==> config.mk <==
export PLATFORM = sky130hd
export DESIGN_NAME = gcd_driver_flat
export DESIGN_NICKNAME = d
export VERILOG_FILES = /design/src/rtl/gcd_driver_if.sv /design/src/rtl/gcd_driver.sv /design/src/flat_wrapper.sv
export SDC_FILE = /design/constraint.sdc
export NUM_CORES = 1
export LEC_CHECK = 0
export ABC_AREA = 1
export CAP_MARGIN = 20
export CORE_ASPECT_RATIO = 1.5
export CORE_MARGIN = 1.5
export CORE_UTILIZATION = 30
export DETAILED_ROUTE_END_ITERATION = 16
export PLACE_DENSITY = 0.55
export SYNTH_ARGS = -nofsm -noshare
export SYNTH_HDL_FRONTEND = slang
export SYNTH_SLANG_ARGS = --single-unit
==> constraint.sdc <==
create_clock -name clk -period 2.3 [get_ports clk]
set_input_delay 0.575 -clock clk [delete_from_list [all_inputs] [get_ports clk]]
set_output_delay 0.575 -clock clk [all_outputs]
set_load 0.02 [all_outputs]
**Run 1: metal 4**

Supply wires on this layer in grey.
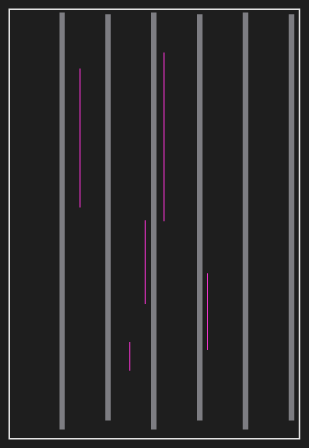
main direction = vertical
wire length on this layer = 146 um
nets with wire on the layer = 3
detailed-route via count: 2545
total routed wirelength: 6890 um

**Run 1: clock nets**

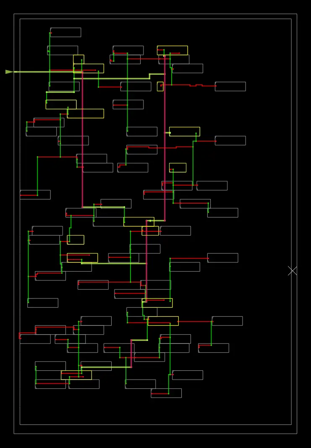
worst-skew pair later-pin latency: 0.33 ns
count of sequential standard cells: 61
Clock Power: 0.00139 W
CTS Buf Count: 9

**Run 1: wiring by layer**

Only two layers are drawn.
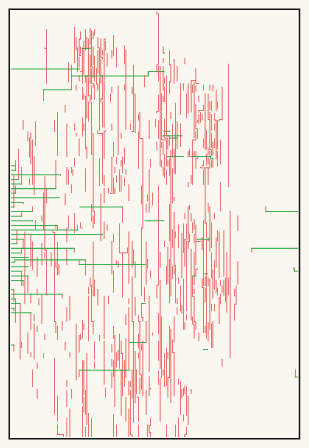
red -> metal 2  # wire length 3480 um
green -> metal 3  # wire length 397 um
wire length per cell after detailed routing: 12.6 um
Total Routing Usage GR: 13.7%

==> reports/summary.txt, run 1 <==
Clock tree sinks = 61
Arrival time at the worst endpoint = 1.65 ns
Series of cell instances along the critical path = inv_2, nand2_1, nor2_1, clkdlybuf4s50_1
Number of H-tree levels = 3
Top cells by area = sky130_fd_sc_hd__dfrtp_1 (50%), sky130_fd_sc_hd__nand2_1 (11%), sky130_fd_sc_hd__mux2_2 (5.9%), sky130_fd_sc_hd__inv_1 (4.7%), sky130_fd_sc_hd__nand3_1 (3.9%)
Wire length of the first global-routing pass = 11800 um
Violations in the final reports = design-rule violations
Root Driver = sky130_fd_sc_hd__clkbuf_16
Buffers & Inverters on Critical Path = 2
CTS tree = done
Area Growth Syn to Fin = 34.1%
Peak supply drop = 0.634 mV
Leakage power figure = 1.90 nW
Minimum clock period = 2.22 ns
Yosys stat area = 3060 sq um
Met2 routed WL = 3480 um
Critical path fanouts, max = 4
Via count of the first global-routing pass = 2667
Leading post-synthesis cells by instance count = sky130_fd_sc_hd__nand2_1 (93), sky130_fd_sc_hd__dfrtp_1 (61), sky130_fd_sc_hd__inv_1 (38)
Main flop type after synthesis = sky130_fd_sc_hd__dfrtp_1
R2R setup slack = 0.26 ns
XOR/XNOR Fraction of Synth Area = 3.44%
Compound-Gate Fraction of Synth Area = 9.58%
Net count reported at finish = 455
Result of the run = finished, violations left
Largest family of logic cells by area = simple AND/OR/NAND/NOR gates
Top cell type by total area after synthesis = sky130_fd_sc_hd__dfrtp_1
Final weighted congestion in routability-driven placement = 0.845
Simple share = 23.5%
Power Dens Cells = 1120 nW/um^2
Post-CTS repair timing setup buffer count = 0
Mux area share = 5.89%
Maximum number of pins on one net before global-route repair = 40
Remaining DRCs = 1
Dominant logic cell types in the final layout = sky130_fd_sc_hd__nand2_1 (93), sky130_fd_sc_hd__dfrtp_1 (61), sky130_fd_sc_hd__clkdlybuf4s50_1 (53)
Critical path endpoint category = output pin
Syn avg cell area = 8.61 sq um
PostCTS Resize Cnt = 0
Final Skew = 0.00829 ns
Kind of launch point of the worst setup path = flip-flop
Port Buffers = 56
I/O pin total = 57
Pin slew with the least headroom to its limit = 0.516 ns
Fin crit share = 96.6%
Worst min-delay path class = input pin to async pin
WS Path Type = flip-flop to output pin
Antenna violations before repair = 0
Amount of wire on met3 after detailed routing = 396 um
Met3 usage = 4.68%
## run 1: metrics by stage
stage               setup slack (ns)  utilization (%)  total power [W]  instance area, sq um
floorplan                      0.500                -          0.00261                  3060
global placement             -0.0792             37.7          0.00324                  3780
detailed placement           -0.0860             37.7          0.00326                  3780
CTS                          0.00670             40.8          0.00468                  4090
global route                 0.00510             40.9          0.00490                  4100
finish                        0.0772             40.9          0.00461                  4100
## run 1: report_power, final
group | total, W | switching (W) | internal [W]
clock | 0.00139 | 0.000470 | 0.000920
sequential | 0.00161 | 0.000224 | 0.00138
combinational | 0.00162 | 0.000875 | 0.000741
## run 1: final cells by class
cell class              count  area [sq um]
inverters                  44           165
fillers                  1013          5920
clock buffers              12           267
clock inverters             3          43.8
repair buffers             63           613
flip-flops and latches     61          1530
multi-input cells         245          1340
well taps                 117           146
**Run 1: met1 routing**

Supply wires on this layer in grey.
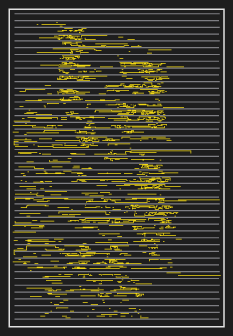

==> run 2: changes to the inputs <==
Settings changed: CORE_MARGIN 1.5 to default.
**Run 2: met1 routing**

Supply wires on this layer in grey.
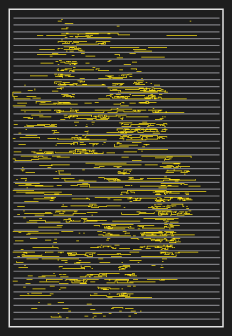
nets with wire on the layer = 414
wire length on this layer = 2940 um
longest straight run = 19.8 um
met1 Usage GRT: 16.0%
total routed wirelength: 6960 um
detailed-route via count: 2568

**Run 2: close-up of the layout**

Scale bar: 10 um. Region (27, 48) to (57, 78) um. Cells in grey, sequential cells in the stronger grey; small squares are vias.
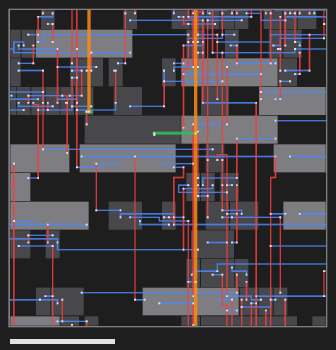
blue -> metal 1
orange -> metal 4
green -> metal 3
red -> metal 2
most frequent = nand2_1 (15), dfrtp_1 (9), inv_1 (7)
sequential cells in the window = 9
cells with their middle in the window = 58

==> run 2 against run 1 <==
The flow still finishes with violations (design-rule violations). Global-route usage is 0.50 points higher. Worst hold slack better by 0.015 ns. Clock power grew 16%. Sequential share of layout area shrank 0.76 points. Critical endpoint is now u_core.bus.rsp_gcd[6].
==> reports/summary.txt, run 2 <==
Result of the run = finished, violations left
Violations in the final reports = design-rule violations
Remaining DRCs = 2
Fin crit share = 90.1%
Met2 routed WL = 3490 um
XOR/XNOR Fraction of Synth Area = 3.44%
R2R setup slack = 0.23 ns
PostCTS Resize Cnt = 1
Cell internal pwr = 0.00327 W
Placed Instance Area = 3820 sq um
Switching share of power = 32.7%
Total Routing Usage GR = 14.2%
Post-route setup slack = 0.228 ns
Wire length of the first global-routing pass = 11900 um
Amount of wire on met3 after detailed routing = 387 um
Cell area after layout = 4190 sq um
Critical path endpoint category = flip-flop
Pin slew with the least headroom to its limit = 0.419 ns
Yosys stat area = 3060 sq um
Leading power group = combinational logic
Core occupancy in the finished layout = 42.7%
Main flop type after synthesis = sky130_fd_sc_hd__dfrtp_1
Syn avg cell area = 8.61 sq um
Top cells by area = sky130_fd_sc_hd__dfrtp_1 (50%), sky130_fd_sc_hd__nand2_1 (11%), sky130_fd_sc_hd__mux2_2 (5.9%), sky130_fd_sc_hd__inv_1 (4.7%), sky130_fd_sc_hd__nand3_1 (3.9%)
Area Growth Syn to Fin = 36.9%
Maximum number of pins on one net before global-route repair = 62
Leakage power figure = 1.94 nW
Mux area share = 5.89%
Comb power frac = 34.1%
Via count of the first global-routing pass = 2624
Post-CTS repair timing setup buffer count = 0
Port Buffers = 56
Net switching component of the power = 0.00159 W
Root Driver = sky130_fd_sc_hd__clkbuf_16
Largest family of logic cells by area = simple AND/OR/NAND/NOR gates
Buffers & Inverters on Critical Path = 1
Portion of total power attributed to the clock network = 33.1%
Leading post-synthesis cells by instance count = sky130_fd_sc_hd__nand2_1 (93), sky130_fd_sc_hd__dfrtp_1 (61), sky130_fd_sc_hd__inv_1 (38)
Total power of the final layout = 0.00486 W
Total combinational power = 0.00166 W
Power Dens Cells = 1160 nW/um^2
Peak supply drop = 0.729 mV
Setup WS pre-CTS = 0.0456 ns
I/O pin total = 57
Met3 usage = 4.39%
Clock Power = 0.00161 W
Sequential power = 0.00159 W
Antenna violations before repair = 0
-- run 2: cell types whose count changed in the layout (fill, tap and decap cells not counted) --
| cell | change |
|---|---|
| sky130_fd_sc_hd__clkbuf_8 | -1 |
| sky130_fd_sc_hd__clkinvlp_4 | +1 |
| sky130_fd_sc_hd__clkdlybuf4s50_1 | -1 |
| sky130_fd_sc_hd__dlygate4sd2_1 | +1 |
| sky130_fd_sc_hd__clkinv_2 | -1 |
| sky130_fd_sc_hd__bufinv_16 | +2 |
| sky130_fd_sc_hd__buf_12 | +2 |
-- run 2: layout make-up --
cell class	instances	area [sq um]
sequential	61	1530
clock buffer	11	253
timing repair buffer	65	652
tap	115	144
fill	993	5610
clock inverter	5	106
multi-input combinational	245	1340
inverter	44	165
Power and IR drop assume default switching activity.
